## config.mk

```make
export PLATFORM = sky130hd
export DESIGN_NAME = mpeg2_task_issuer_flat
export DESIGN_NICKNAME = d
export VERILOG_FILES = /design/src/rtl/mpeg2_task_issuer_if.sv /design/src/rtl/mpeg2_task_issuer.sv /design/src/flat_wrapper.sv
export SDC_FILE = /design/constraint.sdc
export NUM_CORES = 1
export LEC_CHECK = 0
export ABC_AREA = 1
export CORE_AREA = 2 2 359 361
export CTS_CLUSTER_SIZE = 40
export DETAILED_ROUTE_END_ITERATION = 16
export DIE_AREA = 0 0 361 363
export GPL_TIMING_DRIVEN = 1
export HOLD_SLACK_MARGIN = 0.15
export PLACE_DENSITY_LB_ADDON = 0.15
export REMOVE_ABC_BUFFERS = 1
export SYNTH_ARGS = -nofsm -noshare
export SYNTH_HDL_FRONTEND = slang
export SYNTH_SLANG_ARGS = --single-unit
```

## constraint.sdc

```tcl
create_clock -name clk -period 2.54 [get_ports clk]
set_input_delay 0.508 -clock clk [delete_from_list [all_inputs] [get_ports clk]]
set_output_delay 0.508 -clock clk [all_outputs]
set_load 0.005 [all_outputs]
```

## src/rtl/mpeg2_task_issuer_if.sv

```systemverilog
// Bus bundle between the MPEG2 task issuer and its surroundings: pixel input
// stream, task packet channel, result packet channel and recovered stream words.
// The master modport is the issuer's view; the slave modport is the
// accelerator/host view.
interface mpeg2_task_issuer_if #(
  parameter int TASK_SIZE   = 208,
  parameter int RESULT_SIZE = 336
);
  logic                   pix_valid;
  logic [63:0]            pix_data;
  logic                   pix_ready;
  logic [TASK_SIZE-1:0]   task_data;
  logic                   task_valid;
  logic                   task_ready;
  logic [RESULT_SIZE-1:0] res_data;
  logic                   res_valid;
  logic                   o_en;
  logic [255:0]           o_data;

  modport master (
    input  pix_valid, pix_data, task_ready, res_data, res_valid,
    output pix_ready, task_data, task_valid, o_en, o_data
  );

  modport slave (
    output pix_valid, pix_data, task_ready, res_data, res_valid,
    input  pix_ready, task_data, task_valid, o_en, o_data
  );
endinterface

```

## src/rtl/mpeg2_task_issuer.sv

```systemverilog
// MPEG2 accelerator task issuer: turns a start command and a YUV pixel stream
// into the ordered task packet sequence, forwards stream words carried by
// result packets and reports completion on the stop-marker result.
//
// state    | meaning
// ---------+-----------------------------------------------------------
// S_IDLE   | waiting for a start with nonzero config
// S_RST_LO | control packet presented, encoder rstn=0
// S_RST_HI | control packet presented, encoder rstn=1
// S_BUFRST | buffer-reset packet presented
// S_SIZE   | size packet presented
// S_PIX    | streaming pixel words, one packet per accepted word
// S_STOP   | control packet with stop=1 presented
// S_WAIT   | waiting for the stop-marker result
module mpeg2_task_issuer #(
  parameter int TASK_SIZE   = 208,
  parameter int RESULT_SIZE = 336,
  parameter int FRAMES_W    = 8
) (
  input  logic                clk,
  input  logic                rstn,
  input  logic                start_i,
  input  logic [6:0]          cfg_xsize16_i,
  input  logic [6:0]          cfg_ysize16_i,
  input  logic [FRAMES_W-1:0] cfg_frames_i,
  input  logic                abort_i,
  mpeg2_task_issuer_if.master bus,
  output logic                busy_o,
  output logic                done_o,
  output logic [31:0]         words_out_o,
  output logic                stray_res_o
);

  localparam int TOTAL_W = FRAMES_W + 20;

  localparam logic [63:0] ADDR_CTRL   = 64'h0;
  localparam logic [63:0] ADDR_SIZE   = 64'h8;
  localparam logic [63:0] ADDR_BUFRST = 64'h10;

  typedef enum logic [2:0] {
    S_IDLE, S_RST_LO, S_RST_HI, S_BUFRST, S_SIZE, S_PIX, S_STOP, S_WAIT
  } state_e;

  state_e               state_q;
  logic [TASK_SIZE-1:0] task_data_q;
  logic                 task_valid_q;
  logic [63:0]          seq_q;
  logic [63:0]          seq_d;
  logic [6:0]           xsize_q;
  logic [6:0]           ysize_q;
  logic [TOTAL_W-1:0]   pix_left_q;
  logic [23:0]          pix_idx_q;
  logic                 abort_q;
  logic                 busy_q;
  logic                 done_q;
  logic                 stray_q;
  logic                 o_en_q;
  logic [255:0]         o_data_q;
  logic [31:0]          words_q;

  logic [13:0]          area_w;
  logic [19:0]          wpf_w;
  logic [TOTAL_W-1:0]   total_w;
  logic                 cfg_ok_w;
  logic                 accept_w;
  logic                 pix_done_w;
  logic                 pix_ready_w;
  logic                 take_pix_w;
  logic                 res_word_w;
  logic                 res_stop_w;

  function automatic logic [TASK_SIZE-1:0] make_pkt(input logic [63:0] seq,
                                                    input logic [63:0] addr,
                                                    input logic [63:0] payload);
    logic [TASK_SIZE-1:0] p;
    p          = '0;
    p[63:0]    = seq;
    p[143:80]  = addr;
    p[207:144] = payload;
    return p;
  endfunction

  function automatic logic [63:0] ctrl_payload(input logic enc_rstn, input logic stop);
    return {62'd0, stop, enc_rstn};
  endfunction

  // Pixel budget, handshake qualifiers and result classification.
  always_comb begin
    area_w      = 14'(cfg_xsize16_i) * 14'(cfg_ysize16_i);
    wpf_w       = {area_w, 6'd0};
    total_w     = TOTAL_W'(cfg_frames_i) * TOTAL_W'(wpf_w);
    cfg_ok_w    = (cfg_xsize16_i != 7'd0) && (cfg_ysize16_i != 7'd0) && (cfg_frames_i != '0);
    accept_w    = task_valid_q && bus.task_ready;
    seq_d       = seq_q + 64'(accept_w);
    // abort_i is honoured combinationally so no pixel slips in on the abort cycle
    pix_done_w  = (pix_left_q == '0) || abort_q || abort_i;
    pix_ready_w = (state_q == S_PIX) && !pix_done_w && (!task_valid_q || bus.task_ready);
    take_pix_w  = pix_ready_w && bus.pix_valid;
    res_word_w  = bus.res_valid && bus.res_data[0] && !bus.res_data[1];
    res_stop_w  = bus.res_valid && bus.res_data[1];
  end

  // Sequencer, packet register and result path.
  always_ff @(posedge clk or negedge rstn) begin
    if (!rstn) begin
      state_q      <= S_IDLE;
      task_data_q  <= '0;
      task_valid_q <= 1'b0;
      seq_q        <= '0;
      xsize_q      <= '0;
      ysize_q      <= '0;
      pix_left_q   <= '0;
      pix_idx_q    <= '0;
      abort_q      <= 1'b0;
      busy_q       <= 1'b0;
      done_q       <= 1'b0;
      stray_q      <= 1'b0;
      o_en_q       <= 1'b0;
      o_data_q     <= '0;
      words_q      <= '0;
    end else begin
      done_q <= 1'b0;
      o_en_q <= 1'b0;
      seq_q  <= seq_d;

      if (state_q != S_IDLE && res_word_w) begin
        o_en_q   <= 1'b1;
        o_data_q <= bus.res_data[335:80];
        if (words_q != 32'hFFFF_FFFF) words_q <= words_q + 32'd1;
      end

      case (state_q)
        S_IDLE: begin
          if (bus.res_valid) stray_q <= 1'b1;
          if (start_i && cfg_ok_w) begin
            xsize_q      <= cfg_xsize16_i;
            ysize_q      <= cfg_ysize16_i;
            pix_left_q   <= total_w;
            pix_idx_q    <= '0;
            abort_q      <= 1'b0;
            busy_q       <= 1'b1;
            stray_q      <= 1'b0;
            words_q      <= '0;
            seq_q        <= '0;
            task_data_q  <= make_pkt(64'd0, ADDR_CTRL, ctrl_payload(1'b0, 1'b0));
            task_valid_q <= 1'b1;
            state_q      <= S_RST_LO;
          end
        end
        S_RST_LO: if (accept_w) begin
          task_data_q <= make_pkt(seq_d, ADDR_CTRL, ctrl_payload(1'b1, 1'b0));
          state_q     <= S_RST_HI;
        end
        S_RST_HI: if (accept_w) begin
          task_data_q <= make_pkt(seq_d, ADDR_BUFRST, 64'd0);
          state_q     <= S_BUFRST;
        end
        S_BUFRST: if (accept_w) begin
          task_data_q <= make_pkt(seq_d, ADDR_SIZE, {25'd0, ysize_q, 25'd0, xsize_q});
          state_q     <= S_SIZE;
        end
        S_SIZE: if (accept_w) begin
          task_valid_q <= 1'b0;
          state_q      <= S_PIX;
        end
        S_PIX: begin
          if (abort_i) abort_q <= 1'b1;
          if (take_pix_w) begin
            task_data_q  <= make_pkt(seq_d, {40'd0, 8'h01, pix_idx_q}, bus.pix_data);
            task_valid_q <= 1'b1;
            pix_idx_q    <= pix_idx_q + 24'd1;
            pix_left_q   <= pix_left_q - TOTAL_W'(1);
          end else if (pix_done_w && (!task_valid_q || accept_w)) begin
            task_data_q  <= make_pkt(seq_d, ADDR_CTRL, ctrl_payload(1'b1, 1'b1));
            task_valid_q <= 1'b1;
            state_q      <= S_STOP;
          end else if (accept_w) begin
            task_valid_q <= 1'b0;
          end
        end
        S_STOP: if (accept_w) begin
          task_valid_q <= 1'b0;
          state_q      <= S_WAIT;
        end
        S_WAIT: if (res_stop_w) begin
          done_q  <= 1'b1;
          busy_q  <= 1'b0;
          state_q <= S_IDLE;
        end
        default: state_q <= S_IDLE;
      endcase
    end
  end

  assign bus.pix_ready  = pix_ready_w;
  assign bus.task_data  = task_data_q;
  assign bus.task_valid = task_valid_q;
  assign bus.o_en       = o_en_q;
  assign bus.o_data     = o_data_q;
  assign busy_o         = busy_q;
  assign done_o         = done_q;
  assign words_out_o    = words_q;
  assign stray_res_o    = stray_q;

endmodule
```

## src/flat_wrapper.sv

```systemverilog
// flat-port wrapper written by rule: the top's interface ports become plain ports
module mpeg2_task_issuer_flat 
#(
  parameter int TASK_SIZE   = 208,
  parameter int RESULT_SIZE = 336,
  parameter int FRAMES_W    = 8
)
  (clk, rstn, start_i, cfg_xsize16_i, cfg_ysize16_i, cfg_frames_i, abort_i, busy_o, done_o, words_out_o, stray_res_o, bus_pix_valid, bus_pix_data, bus_task_ready, bus_res_data, bus_res_valid, bus_pix_ready, bus_task_data, bus_task_valid, bus_o_en, bus_o_data);
  mpeg2_task_issuer_if #(.TASK_SIZE(TASK_SIZE), .RESULT_SIZE(RESULT_SIZE)) bus_i ();
  input  logic clk;
  input  logic rstn;
  input  logic start_i;
  input  logic [6:0] cfg_xsize16_i;
  input  logic [6:0] cfg_ysize16_i;
  input  logic [FRAMES_W-1:0] cfg_frames_i;
  input  logic abort_i;
  output logic busy_o;
  output logic done_o;
  output logic [31:0] words_out_o;
  output logic stray_res_o;
  input wire logic [$bits(bus_i.pix_valid)-1:0] bus_pix_valid;
  input wire logic [$bits(bus_i.pix_data)-1:0] bus_pix_data;
  input wire logic [$bits(bus_i.task_ready)-1:0] bus_task_ready;
  input wire logic [$bits(bus_i.res_data)-1:0] bus_res_data;
  input wire logic [$bits(bus_i.res_valid)-1:0] bus_res_valid;
  output wire logic [$bits(bus_i.pix_ready)-1:0] bus_pix_ready;
  output wire logic [$bits(bus_i.task_data)-1:0] bus_task_data;
  output wire logic [$bits(bus_i.task_valid)-1:0] bus_task_valid;
  output wire logic [$bits(bus_i.o_en)-1:0] bus_o_en;
  output wire logic [$bits(bus_i.o_data)-1:0] bus_o_data;
  assign bus_i.pix_valid = bus_pix_valid;
  assign bus_i.pix_data = bus_pix_data;
  assign bus_i.task_ready = bus_task_ready;
  assign bus_i.res_data = bus_res_data;
  assign bus_i.res_valid = bus_res_valid;
  assign bus_pix_ready = bus_i.pix_ready;
  assign bus_task_data = bus_i.task_data;
  assign bus_task_valid = bus_i.task_valid;
  assign bus_o_en = bus_i.o_en;
  assign bus_o_data = bus_i.o_data;
  mpeg2_task_issuer #(.TASK_SIZE(TASK_SIZE), .RESULT_SIZE(RESULT_SIZE), .FRAMES_W(FRAMES_W)) u_core (.clk(clk), .rstn(rstn), .start_i(start_i), .cfg_xsize16_i(cfg_xsize16_i), .cfg_ysize16_i(cfg_ysize16_i), .cfg_frames_i(cfg_frames_i), .abort_i(abort_i), .bus(bus_i), .busy_o(busy_o), .done_o(done_o), .words_out_o(words_out_o), .stray_res_o(stray_res_o));
endmodule
```

### Cell classes on the final placement, run 1

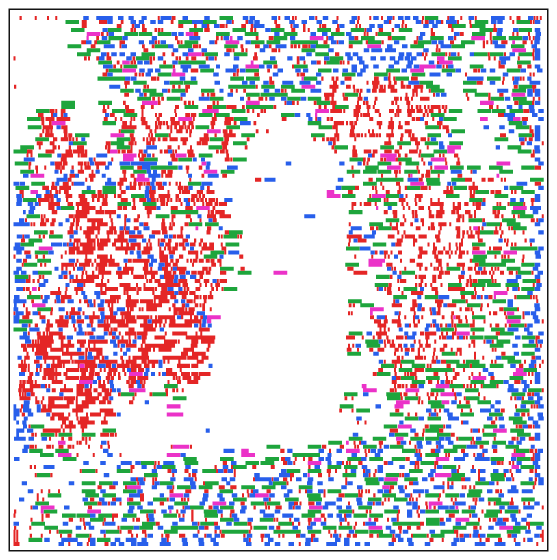
legend:
  red:
    class: remaining logic cells
    cells: 3462
  blue:
    class: remaining buffers and delay cells
    cells: 1176
  magenta:
    class: clock drivers and dummy loads
    cells: 139
  green:
    class: registers
    cells: 580
Row Count: 131
cell area after layout: 48900 sq um
Seq area share: 29.7%

### Clock wires, drivers and flops, run 1

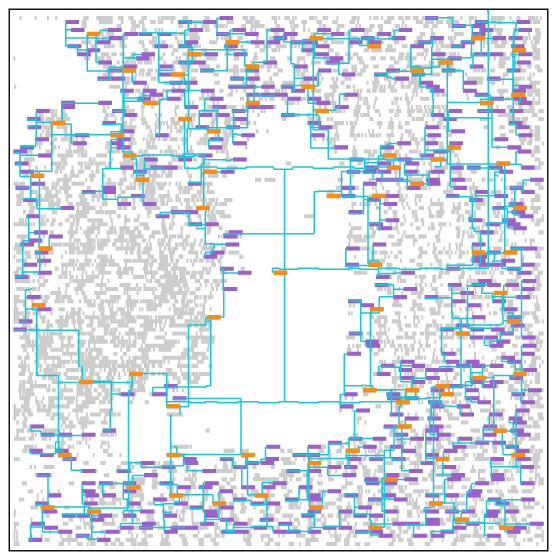
legend:
  cyan:
    item: clock wires
    length: 10300 microns
  purple:
    item: flip-flops
    count: 580
  orange:
    item: clock-net drivers
    count: 78
routed clock nets: 79
flops lie: all over the die
clk pwr: 11.5 mW
clock skew after layout: 0.0347 ns
clock insertion delay at the later pin of the skew report: 0.66 ns
fraction of power consumed by the clock network: 12.7%

### Sequential cells grouped by signal name, run 1

The bar under the picture is 100 microns long. Other sequential cells in the stronger grey, the rest of the logic in the fainter grey.
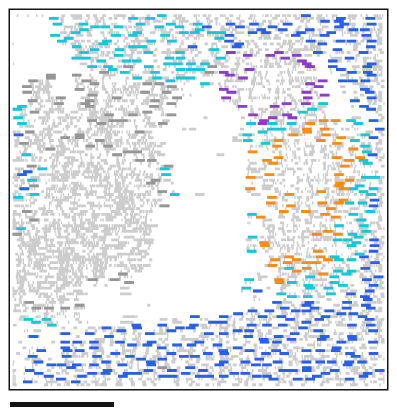
legend:
  purple:
    signal: u_core.words_out_o
    sequential_cells: 32
  blue:
    signal: u_core.bus.o_data
    sequential_cells: 256
    where: all over the die
  cyan:
    signal: u_core.bus.task_data
    sequential_cells: 153
    where: all over the die
  orange:
    signal: u_core.seq_q
    sequential_cells: 64
    where: right middle
P_seq: 13.7 mW
final design utilization: 38.5%
sequential cell area: 14500 sq um

==> design notes, run 1 <==
In the layout the commonest cells are sky130_fd_sc_hd__nand2_1, sky130_fd_sc_hd__clkdlybuf4s50_1, sky130_fd_sc_hd__dfrtp_1. The run finished, with violations left. The registers of the reported paths see a clock transition of 0.06 ns. The worst setup path startpoint is cfg_xsize16_i[0]. The endpoint of the worst hold path is reported as u_core.xsize_q[4]$_DFFE_PN0P_.

The pin closest to its max-slew limit shows a slew of 0.730 ns. Per the synthesis report, the simple-gate share of the synthesized area is 30.3%. Category of the worst setup path launch point: an input pin.

Setup repair after global routing could not meet its margin everywhere. Of the synthesized area, sequential elements account for 44.8%. The run gives 7021 for the number of non-filler instances in the completed layout. The maximum fanout along the worst path is 4, and the power consumption is 90.3 mW. Of the combinational cells, the family taking the most area is simple AND/OR/NAND/NOR gates.

Max-slew check failures listed in the final report amount to 0. The run gives 0 as the DRC violations left. The run gives -4.20 ns as the worst-case setup margin in the final layout. The run gives 100% for the share of synthesized registers carrying an async set or reset.

The count of input and output buffers is 797. Via density per instance: 4.31. The checks that failed: negative setup slack. With the portion of synthesized cell area occupied by the leading cell type at 44.8%, the worst hold slack is 0.210 ns.

The dominant delay contributor by cell family on the critical path is adder cells. Most used flip-flop cell after synthesis: sky130_fd_sc_hd__dfrtp_1. In this run the mean area of a mapped cell was 7.69 sq um. Per the CTS log, the maximum H-tree level is 3. Endpoints with negative setup slack in the final report add up to 20.

With the maximum clock path buffer count at 3, the period utilization is 265%. The maximum frequency from static timing analysis is 0.148 GHz. For the number of antenna violations at the first check in global routing, the log shows 5. The run gives 32400 sq um for the synthesis area per yosys. Counting both buffers and inverters, the worst setup path holds a total of 10. The flow reports that combinational logic draws 72.2% of the design power. The core region is 127000 sq um.

The synthesized design contains 0 enable-type register cells. The cts-stage hold buffer count is 1.
## run 1: per-layer routing
| layer | global-route usage, % | vias to the layer above | routed length (microns) |
|---|---|---|---|
| met5 | 0 | - | 13 |
| met4 | 5.48 | 2 | 3530 |
| li1 | - | 15095 | - |
| met2 | 32.5 | 674 | 61800 |
| met3 | 3.55 | 166 | 6170 |
| met1 | 24.7 | 14338 | 55700 |
## run 1: power groups by stage
stage               Sequential (mW)  Clock (mW)  Combinational [mW]
floorplan                      13.7           0                23.6
global placement               13.8           0                45.9
detailed placement             13.8           0                45.9
CTS                            13.7        11.9                60.6
global route                   14.0        12.2                71.0
finish                         13.7        11.5                65.2
## run 1: tightest hold or removal path: cells and delay by family
kind | cells | cell delay, ns
buffers and inverters | 2 | 0.20
AND-OR/OR-AND | 1 | 0.06
AND/OR/NAND/NOR | 1 | 0.05
## run 1: layout make-up
cell class	instances	area, sq um
Antenna cell	2	5.00
Tap cell	1662	2080
Clock buffer	109	2280
Clock inverter	30	399
Timing Repair Buffer	1176	11500
Sequential cell	580	14500
Fill cell	13068	78100
Inverter	426	1620
Multi-Input combinational cell	3036	16600
## run 1: flip-flops by register name, summed over array words and instances (netlist names)
| name | cells |
|---|---|
| u_core.bus.task_valid | 1 |
| u_core.words_out_o | 32 |
| u_core.bus.task_data | 153 |
| u_core.busy_o | 1 |
| u_core.done_o | 1 |
| u_core.pix_idx_q | 24 |
| u_core.state_q | 3 |
| u_core.ysize_q | 7 |
| u_core.bus.o_en | 1 |
| u_core.abort_q | 1 |
| u_core.bus.o_data | 256 |
| u_core.stray_res_o | 1 |
| u_core.pix_left_q | 28 |
| u_core.seq_q | 64 |
| u_core.xsize_q | 7 |
### Clock routing, run 1

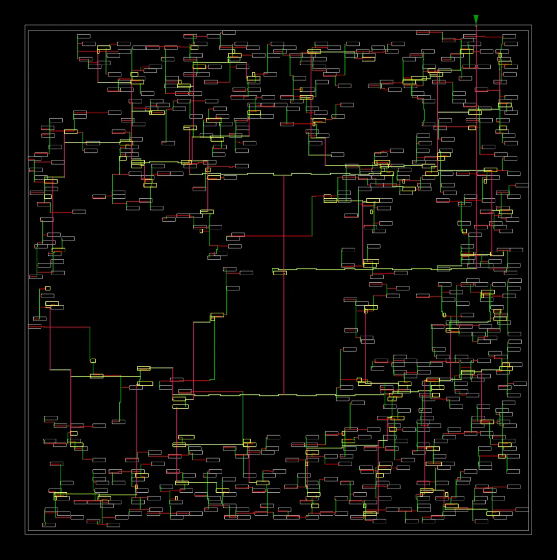

--- run 2 (diff from run 1) ---
--- a/config.mk
+++ b/config.mk
@@ -6,10 +6,13 @@
 export NUM_CORES = 1
 export LEC_CHECK = 0
 export ABC_AREA = 1
-export CORE_AREA = 2 2 359 361
+export CELL_PAD_IN_SITES_DETAIL_PLACEMENT = 0
+export CELL_PAD_IN_SITES_GLOBAL_PLACEMENT = 1
+export CORE_AREA = 2 2 367 369
+export CTS_CLUSTER_DIAMETER = 100
 export CTS_CLUSTER_SIZE = 40
 export DETAILED_ROUTE_END_ITERATION = 16
-export DIE_AREA = 0 0 361 363
+export DIE_AREA = 0 0 369 371
 export GPL_TIMING_DRIVEN = 1
 export HOLD_SLACK_MARGIN = 0.15
 export PLACE_DENSITY_LB_ADDON = 0.15
### Clock routing, run 2

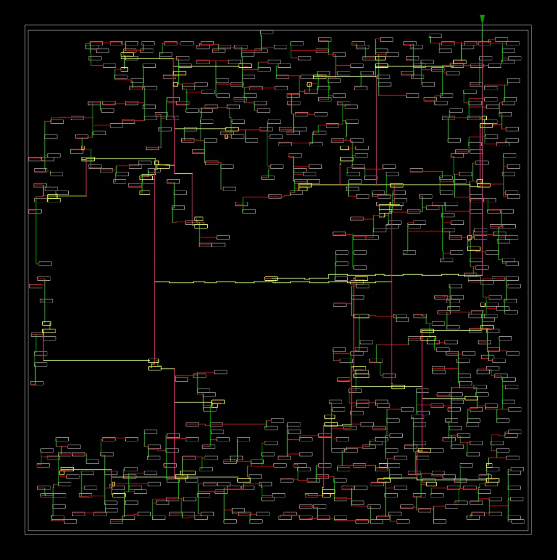
clk pwr: 7.65 mW
clock insertion delay at the later pin of the skew report: 0.67 ns
sequential cells: 580

==> design notes, run 2 <==
The flow ran to the end, but the final reports show violations. Violated checks: negative setup slack (unchanged). For the post-synthesis cell count from yosys, the log shows 4207 (unchanged).

Synthesized area per cell: 7.69 sq um (unchanged). The dominant delay contributor by cell family on the critical path is adder cells (unchanged). The H-tree depth reported by CTS is 2 (was 3), and the mux contribution to synthesized area is 0% (unchanged).

The most used flip-flop cell after synthesis is sky130_fd_sc_hd__dfrtp_1 (unchanged). The fraction of met2 tracks used by global routing is 32.1% (was 32.5%). Highest layer used for signal routing: met4 (was met5). The met2 layer wire length in the routed design is 64300 microns (was 61800 microns), and the routed metal-1 wire length is 56200 microns (was 55700 microns).

The run gives 133000 sq um (was 127000 sq um) for the area of the core. Setup repair after global routing could not meet its margin everywhere. The run gives 32400 sq um (unchanged) for the synthesis area per yosys. The synthesized-area fraction occupied by and/or/nand/nor cells came out at 30.3% (unchanged). The number of antenna violations at the first check in global routing came out at 8 (was 5).

The power consumption is 88.3 mW (was 90.3 mW), and the total count of hold-check failures in the final report is 0 (unchanged). The amount of wire on met3 after detailed routing was 5050 microns (was 6170 microns); the portion of synthesized cell area occupied by the leading cell type was 44.8% (unchanged). Post-detailed-route wirelength per cell: 18.1 microns (about the same). For the synthesized cell area, the log shows 32400 sq um (unchanged). The power of the combinational group came out at 67.1 mW (was 65.2 mW). With the count of library flops with an enable pin at 0 (unchanged), the leakage dissipation is 23.3 nW (was 23.7 nW). The maximum fanout along the worst path works out to 4 (unchanged). The sequential group power is 13.6 mW (was 13.7 mW), and the number of rows in the core area is 134 (was 131). The worst hold slack is 0.272 ns (was 0.210 ns). The number of max-slew violations in the final report is 0 (unchanged). The share of synthesized registers carrying an async set or reset works out to 100% (unchanged). The fraction of the mapped netlist area in adder cells came out at 9.22% (unchanged).

Most frequent cell on the critical path: sky130_fd_sc_hd__fa_1 (unchanged). The top power consumer group was combinational cells (unchanged). Dominant logic cell types in the final layout: sky130_fd_sc_hd__nand2_1, sky130_fd_sc_hd__clkdlybuf4s50_1, sky130_fd_sc_hd__dfrtp_1 (unchanged). The gate count after technology mapping is 4207 (unchanged). The largest incremental delay on the critical path works out to 0.54 ns (was 0.57 ns). The final number of setup-violating endpoints was 19 (was 20). The transition at the pin with the smallest max-transition slack is 0.655 ns (was 0.730 ns), and the count of input and output buffers is 797 (unchanged).

For the number of non-filler instances in the completed layout, the log shows 7102 (was 7021). The number of maximum-capacitance violations is 0 (unchanged). The global-route congestion overflow total was 0 (unchanged).

The combinational group share of total power was 75.9% (was 72.2%). Category of the worst setup path launch point: an input pin (unchanged). The worst-case setup margin in the final layout was -4.29 ns (was -4.20 ns); the via density per instance was 4.25 (was 4.31). The dominant kind of combinational cell was simple AND/OR/NAND/NOR gates (unchanged).

The clock edge transition at the registers on the reported setup and hold paths came out at 0.08 ns (was 0.06 ns). For the maximum clock path buffer count, the log shows 3 (unchanged). The layer with the highest usage after global routing is met2 (unchanged). The AND-OR/OR-AND share of the synthesized area was 4.40% (unchanged); the arrival time of data at the critical path endpoint was 7.34 ns (was 7.27 ns). The number of flip-flops in the largest register was 256 (unchanged).

The met3 global-route usage is 2.13% (was 3.55%), and the number of buffers and inverters on the critical path is 12 (was 10). The maximum frequency from static timing analysis is 0.146 GHz (was 0.148 GHz). The number of buffers created by CTS is 38 (was 78), and the clock network fraction of design power is 8.7% (was 12.7%).

The run gives 6.83 ns (was 6.74 ns) for the post-layout minimum cycle time. The initial core utilization was 24.4% (was 25.5%); the sequential cell area fraction in the yosys report was 44.8% (unchanged). With the final clock skew at 0.0614 ns (was 0.0347 ns), the share of the core filled with cells in the final layout is 36.4% (was 38.5%). The period utilization is 269% (was 265%).

The met1 track demand over resource in global routing was 24.0% (was 24.7%); the DRC violations left was 0 (unchanged).
### Cells by drive strength, run 2

The bar under the picture is 100 microns long.
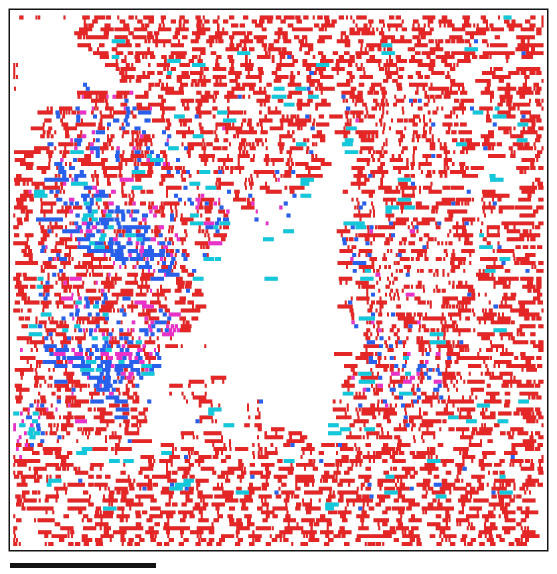
legend:
  red:
    size: x1 and smaller
    cells: 4532
    share: 85%
    most_used: nand2_1
  magenta:
    size: x2
    cells: 195
    share: 3.7%
    most_used: inv_2
  blue:
    size: x3 and x4
    cells: 441
    share: 8.3%
    most_used: buf_4
  cyan:
    size: x6 and larger
    cells: 159
    share: 3.0%
    most_used: buf_12

-- run 2: cell type report --
| class | count | area [sq um] |
|---|---|---|
| Fill cell | 13997 | 84400 |
| Multi-Input combinational cell | 3036 | 16700 |
| Sequential cell | 580 | 14500 |
| Timing Repair Buffer | 1215 | 11800 |
| Tap cell | 1768 | 2210 |
| Inverter | 426 | 1620 |
| Clock buffer | 41 | 993 |
| Clock inverter | 29 | 454 |
| Antenna cell | 7 | 17.5 |
-- run 2: final timing paths --
check                                                   startpoint                                   end  slack [ns]  cells after the start
worst min-delay path                              cfg_xsize16_i[1]         u_core.xsize_q[1]$_DFFE_PN0P_        0.27                      4
max in group asynchronous                                     rstn  u_core.bus.task_data[41]$_DFFE_PN0P_        1.33                      4
worst max register to register    u_core.pix_left_q[1]$_DFFE_PN0P_     u_core.pix_left_q[22]$_DFFE_PN0P_        0.01                     16
worst max-delay path                              cfg_xsize16_i[3]     u_core.pix_left_q[25]$_DFFE_PN0P_       -4.29                     39
min in group asynchronous                                     rstn    u_core.bus.o_data[147]$_DFFE_PN0P_        0.32                      2
worst min register to register  u_core.bus.o_data[138]$_DFFE_PN0P_    u_core.bus.o_data[138]$_DFFE_PN0P_        0.48                      2
-- run 2: per-stage QoR --
stage / instance area [sq um] / TNS [ns]
after global placement: 44800 / -282.23
after global routing: 48300 / -76.05
after detailed placement: 44800 / -287.49
final: 48400 / -71.65
after floorplan: 31400 / -3116.24
after CTS: 47600 / -70.76
-- run 2: repair_timing --
item / 4_1_cts / 5_1_grt
endpoints found under the setup margin: 67 / 241
cloned: 0 / 1
setup buffers: 36 / 27
gates resized: 295 / 151
endpoints found under the hold margin: 136 / 0
hold buffers: 1 / 0
pin swaps: 130 / 96
Power and IR drop assume default switching activity.
